==> config.mk <==
export PLATFORM = sky130hd
export DESIGN_NAME = dmem_arbiter
export DESIGN_NICKNAME = d
export VERILOG_FILES = /design/src/rtl/dmem_arbiter.sv
export SDC_FILE = /design/constraint.sdc
export NUM_CORES = 1
export LEC_CHECK = 0
export CORE_AREA = 2 2 117 119
export DETAILED_ROUTE_END_ITERATION = 6
export DIE_AREA = 0 0 119 121
export HOLD_SLACK_MARGIN = 0.05
export PLACE_DENSITY = 0.69
export SLEW_MARGIN = 20
export SYNTH_ARGS = -nofsm -noshare
export SYNTH_HDL_FRONTEND = slang
export SYNTH_SLANG_ARGS = --single-unit
==> constraint.sdc <==
create_clock -name clk -period 2.4 [get_ports clk]
set_input_delay 0.36 -clock clk [delete_from_list [all_inputs] [get_ports clk]]
set_output_delay 0.36 -clock clk [all_outputs]
set_load 0.02 [all_outputs]
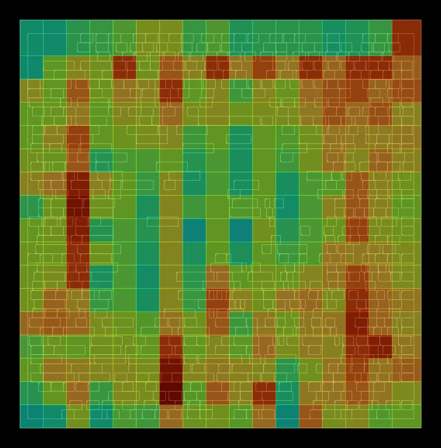
**Above:** run 1 (routing congestion).
grt met2 use: 40.1%
final core occ: 56.0%
Avg WL per Cell: 21.4 um
GRT Util Overall: 23.0%
met1 Use GR: 27.6%

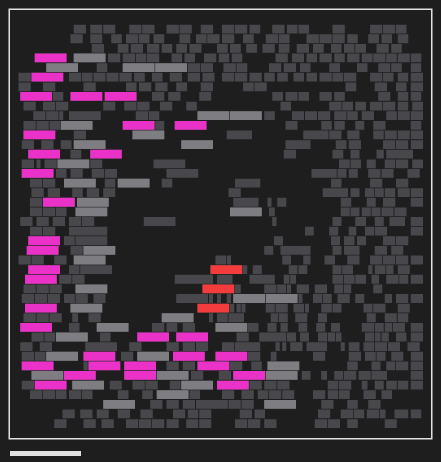
**Above:** run 1 (sequential cells grouped by signal name).
The bar under the picture is 20 um long.
- magenta: core_rdata (flops 32)
- red: starve_cnt (flops 3)
flop share of the area: 24.6%
seq pwr: 0.00122 W
FF/Latch Area: 1800 um2

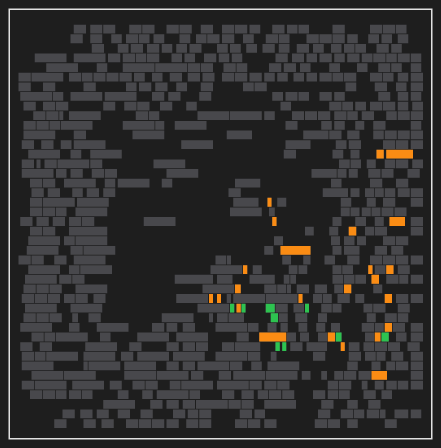
**Above:** run 1 (logic cells by family).
- green: nand cells (cells 9; most used nand2_1)
- orange: nor cells (cells 24; most used nor2_1)
most numerous logic cell after layout: clkdlybuf4s50_1
Comb/total area: 20.7%

==> flow_metrics.env, run 1 <==
# physical design summary
export IMPL_drcViolationCount=0
export IMPL_crit_path_max_fanout=2
export IMPL_port_buffers=300
export IMPL_p_comb_share_pct=24.5
export IMPL_synthFlopType="dfrtp_1"
export IMPL_p_clk_share_pct=40.4
export IMPL_buffers=357
export IMPL_enable_flop_cells=0
export IMPL_nets=789
export IMPL_drtIter0Drc=231
export IMPL_tightest_slew_ns=0.561
export IMPL_dp_cells=785
export IMPL_drt_antenna_violating_nets=0
export IMPL_largestClassByArea="non-clock buffers"
export IMPL_status="finished clean"
export IMPL_grt_pass1_wl_um=25300
export IMPL_switchingPower_w=0.000881
export IMPL_synth_area_leader_cell="dfrtp_1"
export IMPL_yosys_top_cells_area="dfrtp_1, a22o_1, a32o_1"
export IMPL_grt_ovfl_total=0
export IMPL_drive_gt1_share_pct=15.0
==> run 1: power groups by stage <==
stage / Combinational (W) / Clock [W] / Sequential, W
floorplan: 0.000285 / 0 / 0.00124
global placement: 0.000890 / 0 / 0.00124
detailed placement: 0.000896 / 0 / 0.00124
CTS: 0.000853 / 0.00144 / 0.00122
global route: 0.000893 / 0.00149 / 0.00122
finish: 0.000850 / 0.00140 / 0.00122
==> run 1: layer usage <==
metal	global-route usage (%)	part of all wire, %	vias up
li1	-	-	1836
met1	27.6	39	1943
met2	40.1	51	193
met3	6.91	8.6	19
met4	6.55	1.6	0
met5	0	0	-
==> run 1: worst max-delay path, cell delays in order <==
cell	delay, ns
clkdlybuf4s50_1	0.45
nor4_2	0.36
nand4_1	0.25
a21oi_4	0.18
and4b_1	0.20
clkbuf_2	0.17
--- run 2 (diff from run 1) ---
==> constraint.sdc (replaced) <==
create_clock -name clk -period 2.4 [get_ports clk]
set_input_delay 0.48 -clock clk [delete_from_list [all_inputs] [get_ports clk]]
set_output_delay 0.48 -clock clk [all_outputs]
set_load 0.02 [all_outputs]
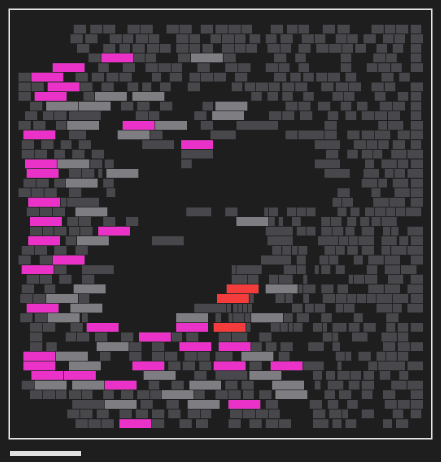
**Above:** run 2 (sequential cells grouped by signal name).
The bar under the picture is 20 um long.
- red: starve_cnt (flops 3)
- magenta: core_rdata (flops 32)
- not coloured: 37
final core occ: 57.1%
flop share of the area: 24.1%

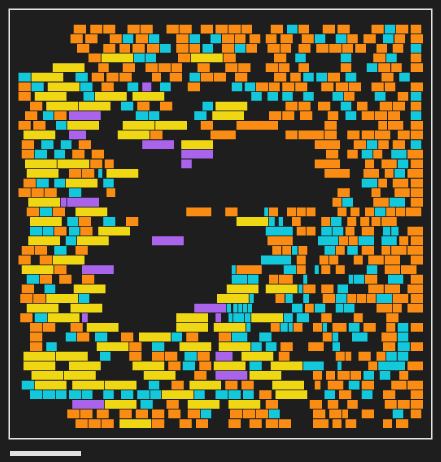
**Above:** run 2 (placed cells, one colour a class).
The bar under the picture is 20 um long.
- purple: clock drivers and dummy loads (cells 16; share of their area 3.9%)
- orange: remaining buffers and delay cells (cells 361; share of their area 49%)
- cyan: remaining logic cells (cells 181; share of their area 22%)
- yellow: registers (cells 72; share of their area 25%)
# rows: 42
Final Instance Area: 7470 um2
Core Box Area: 13,100 um2

==> flow_metrics.env, run 2 <==
# physical design summary
export IMPL_powerComb_w=0.000868
export IMPL_grt_total_usage_pct=23.8
export IMPL_met3_usage_pct=8.32
export IMPL_logic_gates=174
export IMPL_grt_ovfl_total=0
export IMPL_buffers=361
export IMPL_comb_cell_share_pct=20.9
export IMPL_wl_per_cell_um=22.1
export IMPL_p_clk_share_pct=37.5
export IMPL_largestClassByArea="non-clock buffers"
export IMPL_crit_path_max_fanout=2
export IMPL_finalPower_w=0.00334
export IMPL_lay_top_count="clkdlybuf4s50_1"
export IMPL_critPathMaxStageDelay_ns=0.47
export IMPL_p_comb_share_pct=26.0
export IMPL_wl_met1_um=6740
export IMPL_enable_flop_cells=0
export IMPL_crit_type="in -> out"
export IMPL_drt_antenna_violating_nets=0
export IMPL_yosys_top_cells_area="dfrtp_1, a22o_1, a32o_1"
export IMPL_maxPowerGroup="the clock network"
export IMPL_regArea_um2=1800
export IMPL_drcViolationCount=0
export IMPL_antenna_found_initial=1
export IMPL_top_usage_layer="met2"
export IMPL_status="finished clean"
export IMPL_start_kind="input pin"
export IMPL_r2r_cells=7
export IMPL_port_buffers=300
export IMPL_max_freq_mhz=422
export IMPL_grt_util_met1_pct=28.3
export IMPL_drive_gt1_share_pct=17.5
export IMPL_crit_chain="clkdlybuf4s50_1 -> nor3_2 -> a31oi_2 -> a21oi_4 -> and4b_1 -> buf_6"
export IMPL_synth_area_leader_cell="dfrtp_1"
export IMPL_grt_pass1_wl_um=26000
export IMPL_met2_usage_pct=40.3
export IMPL_dr_wl_met3_um=1700
export IMPL_nets=793
export IMPL_p_seq_w=0.00122
export IMPL_top_layer_used="met5"
export IMPL_switchingPower_w=0.000903
export IMPL_synthFlopType="dfrtp_1"
export IMPL_die_x_um=119
export IMPL_slowest_stage="clkdlybuf4s50_1"
export IMPL_dp_cells=788
export IMPL_drtIter0Drc=275
export IMPL_powerClk_w=0.00125
export IMPL_tightest_slew_ns=0.577
export IMPL_synth_cells_yosys=283
## run 2: kinds of logic after synthesis
family / synth area share, %
AOI/OAI and AO/OA: 35.2
xor gates and xnor gates: 0.254
adders and majority gates: 0.727
buffers and inverters: 5.09
DFF: 52.3
and+or+nand+nor: 6.40
## run 2: stage by stage
step | area (um2) | hold WS, ns | setup TNS, ns | worst slack (ns)
2_1_floorplan | 3440 | 0.548 | 0 | 0.0951
3_3_place_gp | 7060 | 0.473 | -39.21 | -0.750
3_5_place_dp | 7060 | 0.478 | -45.92 | -0.770
4_1_cts | 7330 | 0.491 | -0.155 | -0.155
5_1_grt | 7470 | 0.500 | -0.00232 | -0.00232
6_report | 7470 | 0.483 | 0 | 0.0295
## run 2: critical path, delay by kind of cell
family          cells  cell delay (ns)
buf+inv             2             0.60
simple gates        2             0.51
compound gates      2             0.31
Power figures rest on the tool's default switching activity, not on a simulated workload.
